**Supply network**

Bar = 20 um. Pins as bars on the die edge.
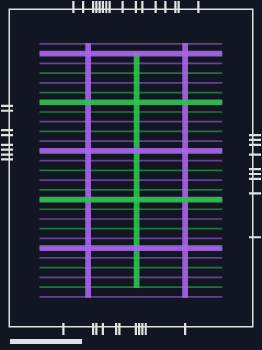
**Placement by cell class**

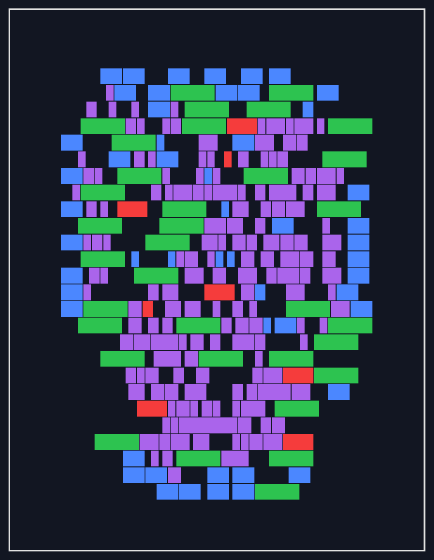
**Clock network drawn from the DEF**

Bar = 20 um.
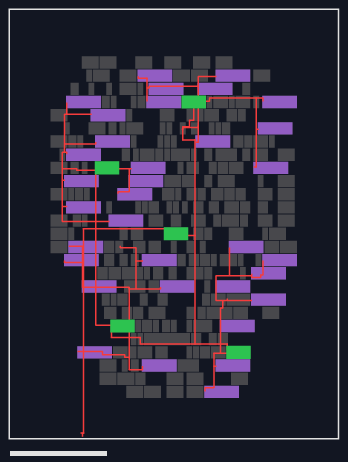
==> src/rtl/line_reader_pkg.sv <==
// Shared camera definitions: line reader FSM encodings and frame geometry
// defaults common to the line buffer and its reader.
package line_reader_pkg;

    localparam int H_DEFAULT = 752;
    localparam int V_DEFAULT = 480;

    typedef enum logic [2:0] {
        IDLE      = 3'd0,
        WAIT_LINE = 3'd1,
        FETCH     = 3'd2,
        CAPTURE   = 3'd3,
        PRESENT   = 3'd4,
        RELEASE   = 3'd5
    } state_t;

    // A zero-width bus is illegal, so a 1-entry dimension still gets one bit.
    function automatic int index_width(input int n);
        return (n > 1) ? $clog2(n) : 1;
    endfunction

endpackage

==> src/rtl/line_reader.sv <==
// Line buffer consumer: dumps a frame one line at a time, streaming each pixel
// byte over a valid/ready interface and releasing the buffer after every line.
module line_reader
    import line_reader_pkg::*;
#(
    parameter int H         = H_DEFAULT,
    parameter int V         = V_DEFAULT,
    parameter int LINE_STEP = 1,
    localparam int AW       = index_width(H),
    localparam int LW       = index_width(V)
) (
    input  logic          CLK,
    input  logic          RESET,
    input  logic          START,
    output logic [LW-1:0] INTERESTING_LINE,
    input  logic          WHOLE_LINE_READY_FLAG,
    output logic [AW-1:0] READ_ADDRESS,
    input  logic [7:0]    DATA_OUT,
    output logic          RESET_READY_FLAG,
    output logic [7:0]    TX_DATA,
    output logic          TX_VALID,
    input  logic          TX_READY,
    output logic          BUSY,
    output logic          DONE
);

    // Wide enough that line + step never wraps before the compare against V.
    localparam int NW = LW + $clog2(LINE_STEP) + 1;

    state_t        state_q, state_d;
    logic [LW-1:0] line_q, line_d;
    logic [AW-1:0] addr_q, addr_d;
    logic [7:0]    tx_data_q, tx_data_d;
    logic          tx_valid_q, tx_valid_d;
    logic          release_q, release_d;
    logic          busy_q, busy_d;
    logic          done_q, done_d;

    logic [NW-1:0] next_line;
    logic          last_line;
    logic          last_column;

    assign next_line   = NW'(line_q) + NW'(LINE_STEP);
    assign last_line   = (next_line >= NW'(V));
    assign last_column = (addr_q == AW'(H - 1));

    // NOTE: every variable gets its hold value before the case statement, so
    // no path through the decode can leave one unassigned and infer a latch.
    always_comb begin
        state_d    = state_q;
        line_d     = line_q;
        addr_d     = addr_q;
        tx_data_d  = tx_data_q;
        tx_valid_d = tx_valid_q;
        release_d  = 1'b0;
        busy_d     = busy_q;
        done_d     = 1'b0;

        case (state_q)
            IDLE: begin
                if (START) begin
                    line_d  = '0;
                    addr_d  = '0;
                    busy_d  = 1'b1;
                    state_d = WAIT_LINE;
                end
            end

            WAIT_LINE: begin
                if (WHOLE_LINE_READY_FLAG) begin
                    state_d = FETCH;
                end
            end

            // Address is held here while the buffer registers its read data.
            FETCH: begin
                state_d = CAPTURE;
            end

            CAPTURE: begin
                tx_data_d  = DATA_OUT;
                tx_valid_d = 1'b1;
                state_d    = PRESENT;
            end

            PRESENT: begin
                if (TX_READY) begin
                    tx_valid_d = 1'b0;
                    if (last_column) begin
                        // Registered pulse: high for exactly the RELEASE cycle.
                        release_d = 1'b1;
                        state_d   = RELEASE;
                    end else begin
                        addr_d  = addr_q + AW'(1);
                        state_d = FETCH;
                    end
                end
            end

            RELEASE: begin
                addr_d = '0;
                if (last_line) begin
                    busy_d  = 1'b0;
                    done_d  = 1'b1;
                    state_d = IDLE;
                end else begin
                    line_d  = LW'(next_line);
                    state_d = WAIT_LINE;
                end
            end

            default: begin
                state_d = IDLE;
            end
        endcase
    end

    // NOTE: state is updated with non-blocking assignments so every register
    // samples the pre-edge values, independent of statement order.
    always_ff @(posedge CLK) begin
        if (RESET) begin
            state_q    <= IDLE;
            line_q     <= '0;
            addr_q     <= '0;
            tx_data_q  <= '0;
            tx_valid_q <= 1'b0;
            release_q  <= 1'b0;
            busy_q     <= 1'b0;
            done_q     <= 1'b0;
        end else begin
            state_q    <= state_d;
            line_q     <= line_d;
            addr_q     <= addr_d;
            tx_data_q  <= tx_data_d;
            tx_valid_q <= tx_valid_d;
            release_q  <= release_d;
            busy_q     <= busy_d;
            done_q     <= done_d;
        end
    end

    assign INTERESTING_LINE = line_q;
    assign READ_ADDRESS     = addr_q;
    assign RESET_READY_FLAG = release_q;
    assign TX_DATA          = tx_data_q;
    assign TX_VALID         = tx_valid_q;
    assign BUSY             = busy_q;
    assign DONE             = done_q;

endmodule
==> config.mk <==
export PLATFORM = sky130hd
export DESIGN_NAME = line_reader
export DESIGN_NICKNAME = d
export VERILOG_FILES = /design/src/rtl/line_reader_pkg.sv /design/src/rtl/line_reader.sv
export SDC_FILE = /design/constraint.sdc
export NUM_CORES = 1
export LEC_CHECK = 0
export ABC_CLOCK_PERIOD_IN_PS = 2400
export CORE_ASPECT_RATIO = 1.4
export CORE_MARGIN = 8
export CORE_UTILIZATION = 45
export CTS_BUF_LIST = sky130_fd_sc_hd__clkbuf_8
export CTS_CLUSTER_SIZE = 30
export DETAILED_ROUTE_END_ITERATION = 12
export GPL_TIMING_DRIVEN = 0
export PLACE_DENSITY = 0.87
export SLEW_MARGIN = 20
export SYNTH_ARGS = -nofsm -noshare
export SYNTH_HDL_FRONTEND = slang
export SYNTH_SLANG_ARGS = --single-unit
==> constraint.sdc <==
create_clock -name CLK -period 2.4 [get_ports CLK]
set_input_delay 0.24 -clock CLK [delete_from_list [all_inputs] [get_ports CLK]]
set_output_delay 0.24 -clock CLK [all_outputs]
set_load 0.005 [all_outputs]
==> Slide: Implementation Results <==
Run Summary

Status
  • Status: complete, no violations

Worst setup path
  • Worst path cell trace: ha_1 -> nand3_1 -> nor4_2 -> o311a_1 -> o21ai_1 -> a311oi_1
  • Critical Path RT: 2600 ps
  • Worst setup path class: flip-flop to flip-flop
  • Top cell family by delay on the critical path: AND-OR/OR-AND gates
  • CP bufs+invs: 0
  • CP Launch Point: INTERESTING_LINE[0]
  • Kind of end point of the critical path: flip-flop
  • RR Startpoint: INTERESTING_LINE[0]
  • Reg2Reg Depth: 6
  • Worst path arrival time: roughly 2300 ps
  • Critical path's largest stage delay: 420 ps
  • Startpoint Class: flip-flop
  • Slowest-stage cell, CP: dfxtp_1
  • R2r setup slk: ~320 ps

Run
  • Max-cap violation count: 0

Layout
  • NumNets Final: about 270
  • Area grow syn2layout: 33.53%
  • Layout Utilization: between 60% and 70%
  • Inserted Diodes: 0
  • Layout cells sized above 1: under 10%

Min path
  • Hold Path End: RESET_READY_FLAG
  • Hold depth: 2
  • Hold WC Path Type: primary input to flip-flop
  • Hold path start: RESET

Global route
  • Largest net degree at the start of global routing: 11
  • GRT Total Usage: between 10% and 20%
  • Grt ovf: 0
  • Initial antenna violation count: 0

Power
  • Leak: 0.0007861 uW
  • Pwr dens: 511.2 nW/um2

Yosys
  • Synth warn: 0
  • Unique cell types: ~46
  • Syn_nets: between 200 and 250
  • Leading area contributor after synthesis: dfxtp_1
  • Yosys stat area: 1683 um2
  • Ys async rst share: 0%
  • Top cells by count: dfxtp_1, nand2_1, a21oi_1, nor2_1, nand3_1
  • Post-Synthesis Cells: between 200 and 250
  • Yosys cell count: between 200 and 250
  • Syn avg cell area: approximately 8.3 um2
  • Max-area cell share: about two fifths
  • Most numerous cell in the Yosys netlist: dfxtp_1
  • Seq share, synth: between 40% and 50%
  • Flops after synth: 34

Clock tree
  • H-tree depth: 2
  • Clock Root Buffer: clkbuf_8
  • Hold Buf Count CTS: 0
  • Post-CTS setup buffers: 0
  • Clk pin slew, worst setup/hold paths: ~70 ps
  • Post-CTS sizing: 0
  • CTS tree: yes
  • Clock Path Buffers: 2
  • Clock Sinks: 34

Final timing
  • Slew HR: 59.29%
  • Peak Freq: roughly 480 MHz
  • Final Hold Viols: 0
  • Fin crit period: approximately 2100 ps
  • Max Slew Vio Count: 0
  • Final setup viols: 0
  • Final worst-path cycle share: approximately 87%
  • RSZ-0062 raised after global routing: no

Floorplanning
  • FP Rows: 26
  • Die area: between 5000 and 6000 um2
  • IO Count: ~44
  • FP Core Util: 46.60%

Drt
  • Via density: 5.641
  • DRT Pass-1 Iters: 4
  • Routed met3 length: ~210 um
  • Met2 routed WL: 2.304 mm
  • Antenna-violating nets left: 0
  • Initial DRC Count: between 80 and 90
  • Average wire per standard cell: about 15 um
  • Top sig layer: met4

Placed design
  • Placement Cell Area: between 2000 and 2500 um2
  • Tally of buffers added on design ports: ~42
  • Placer congestion estimate: 0.8538
Back to the opening pictures, 'supply network':
VSS -> purple
VDD -> green
rows = 26
met1 rails = 27
Worst VDD drop: 0.0004644 V
DIE HEIGHT: 88.36 um
die width: 67.69 um
CORE AREA: 3611 um2

Back to the opening pictures, 'placement by cell class':
flops -> green  # cells 34, share of their area 31%
all other logic -> purple  # cells 159, share of their area 44%
other buffers and delay cells -> blue  # cells 52, share of their area 21%
clock drivers and dummy loads -> red  # cells 8, share of their area 4.2%
sequential cell area share: 30.29%
Final Cell Area: 2247 um2

Back to the opening pictures, 'clock network drawn from the DEF':
cells driving clock nets -> green  # count 5
flip-flops -> purple  # count 34
clock wires -> red  # length 464 um
routed clock nets = 6
Clk pwr share: 37.8%
clock-net power: 434 uW
Insertion Delay late pin: 290 ps
final clock skew: 5.026 ps

==> layout by cell type (no fill, tap or decap), types with 3 or more instances in the layout <==
cell / count
a211oi_1: 3
a21oi_1: 17
a311oi_1: 4
a31oi_1: 4
and3_1: 6
and4_1: 3
clkbuf_1: 8
clkbuf_8: 6
clkdlybuf4s50_1: 42
dfxtp_1: 34
ha_1: 3
nand2_1: 33
nand3_1: 12
nand4_1: 6
nor2_1: 17
o211ai_1: 3
o21ai_0: 5
or2_2: 3
xor2_1: 9
==> area by class of cell <==
type / instances / area, um2
fillers: 318 / 1364
well taps: 42 / 52.55
repair buffers: 42 / 420.4
plain buffers: 10 / 40.04
clock inverters: 2 / 8.758
flip-flops and latches: 34 / 680.7
clock buffers: 6 / 82.58
inverters: 1 / 3.754
multi-input cells: 158 / 958.4
==> worst register-to-register path: stages, from the launching register on <==
cell and delay [ps]:
dfxtp_1 420, ha_1 280, nand3_1 150, nor4_2 380, o311a_1 320, o21ai_1 150, a311oi_1 290
==> cells by family after synthesis <==
family                     after synthesis  share of synthesized area [%]
muxes                                    1                         0.6691
buffers and inverters                   11                          2.602
adders and majority gates                3                          2.231
xor gates and xnor gates                 9                          4.684
DFF                                     34                          40.45
AOI/OAI and AO/OA                       48                          20.07
and+or+nand+nor                         97                          29.30
==> where the power goes <==
group	internal (uW)	total [uW]	switching, uW
registers	576	589	13.0
clock network	227	434	207
logic	59.1	125	66.3
==> worst max-delay path by stage <==
stage,to,slack (ps),cells after the start
CTS,state_q[0],270,5
global route,state_q[0],120,5
detailed placement,READ_ADDRESS[8],60,6
floorplan,state_q[0],570,5
global placement,READ_ADDRESS[6],120,6
finish,INTERESTING_LINE[5],320,6
==> per-layer routing <==
layer  up-vias  GRT usage (%)
met5         -              0
li1        832              -
met1       787          14.55
met4         0          8.779
met2        40          27.74
met3         5          3.549
==> per-stage QoR <==
| step | instances | hold slack [ps] | setup slack, ps | total power, uW |
|---|---|---|---|---|
| 5_1_grt | 295 | 418.5 | 115.3 | 1191 |
| 4_1_cts | 295 | 396.2 | 265.5 | 1155 |
| 2_1_floorplan | 203 | 376.0 | 569.8 | 671.9 |
| 3_5_place_dp | 287 | 446.2 | 64.54 | 727.7 |
| 6_report | 295 | 376.5 | 317.3 | 1149 |
| 3_3_place_gp | 287 | 441.8 | 117.1 | 725.6 |
==> sequential cells by signal, summed over array words and instances (netlist names) <==
| register | flops |
|---|---|
| TX_VALID | 1 |
| INTERESTING_LINE | 9 |
| DONE | 1 |
| state_q | 3 |
| TX_DATA | 8 |
| READ_ADDRESS | 10 |
| BUSY | 1 |
| RESET_READY_FLAG | 1 |
Power figures rest on the tool's default switching activity, not on a simulated workload.
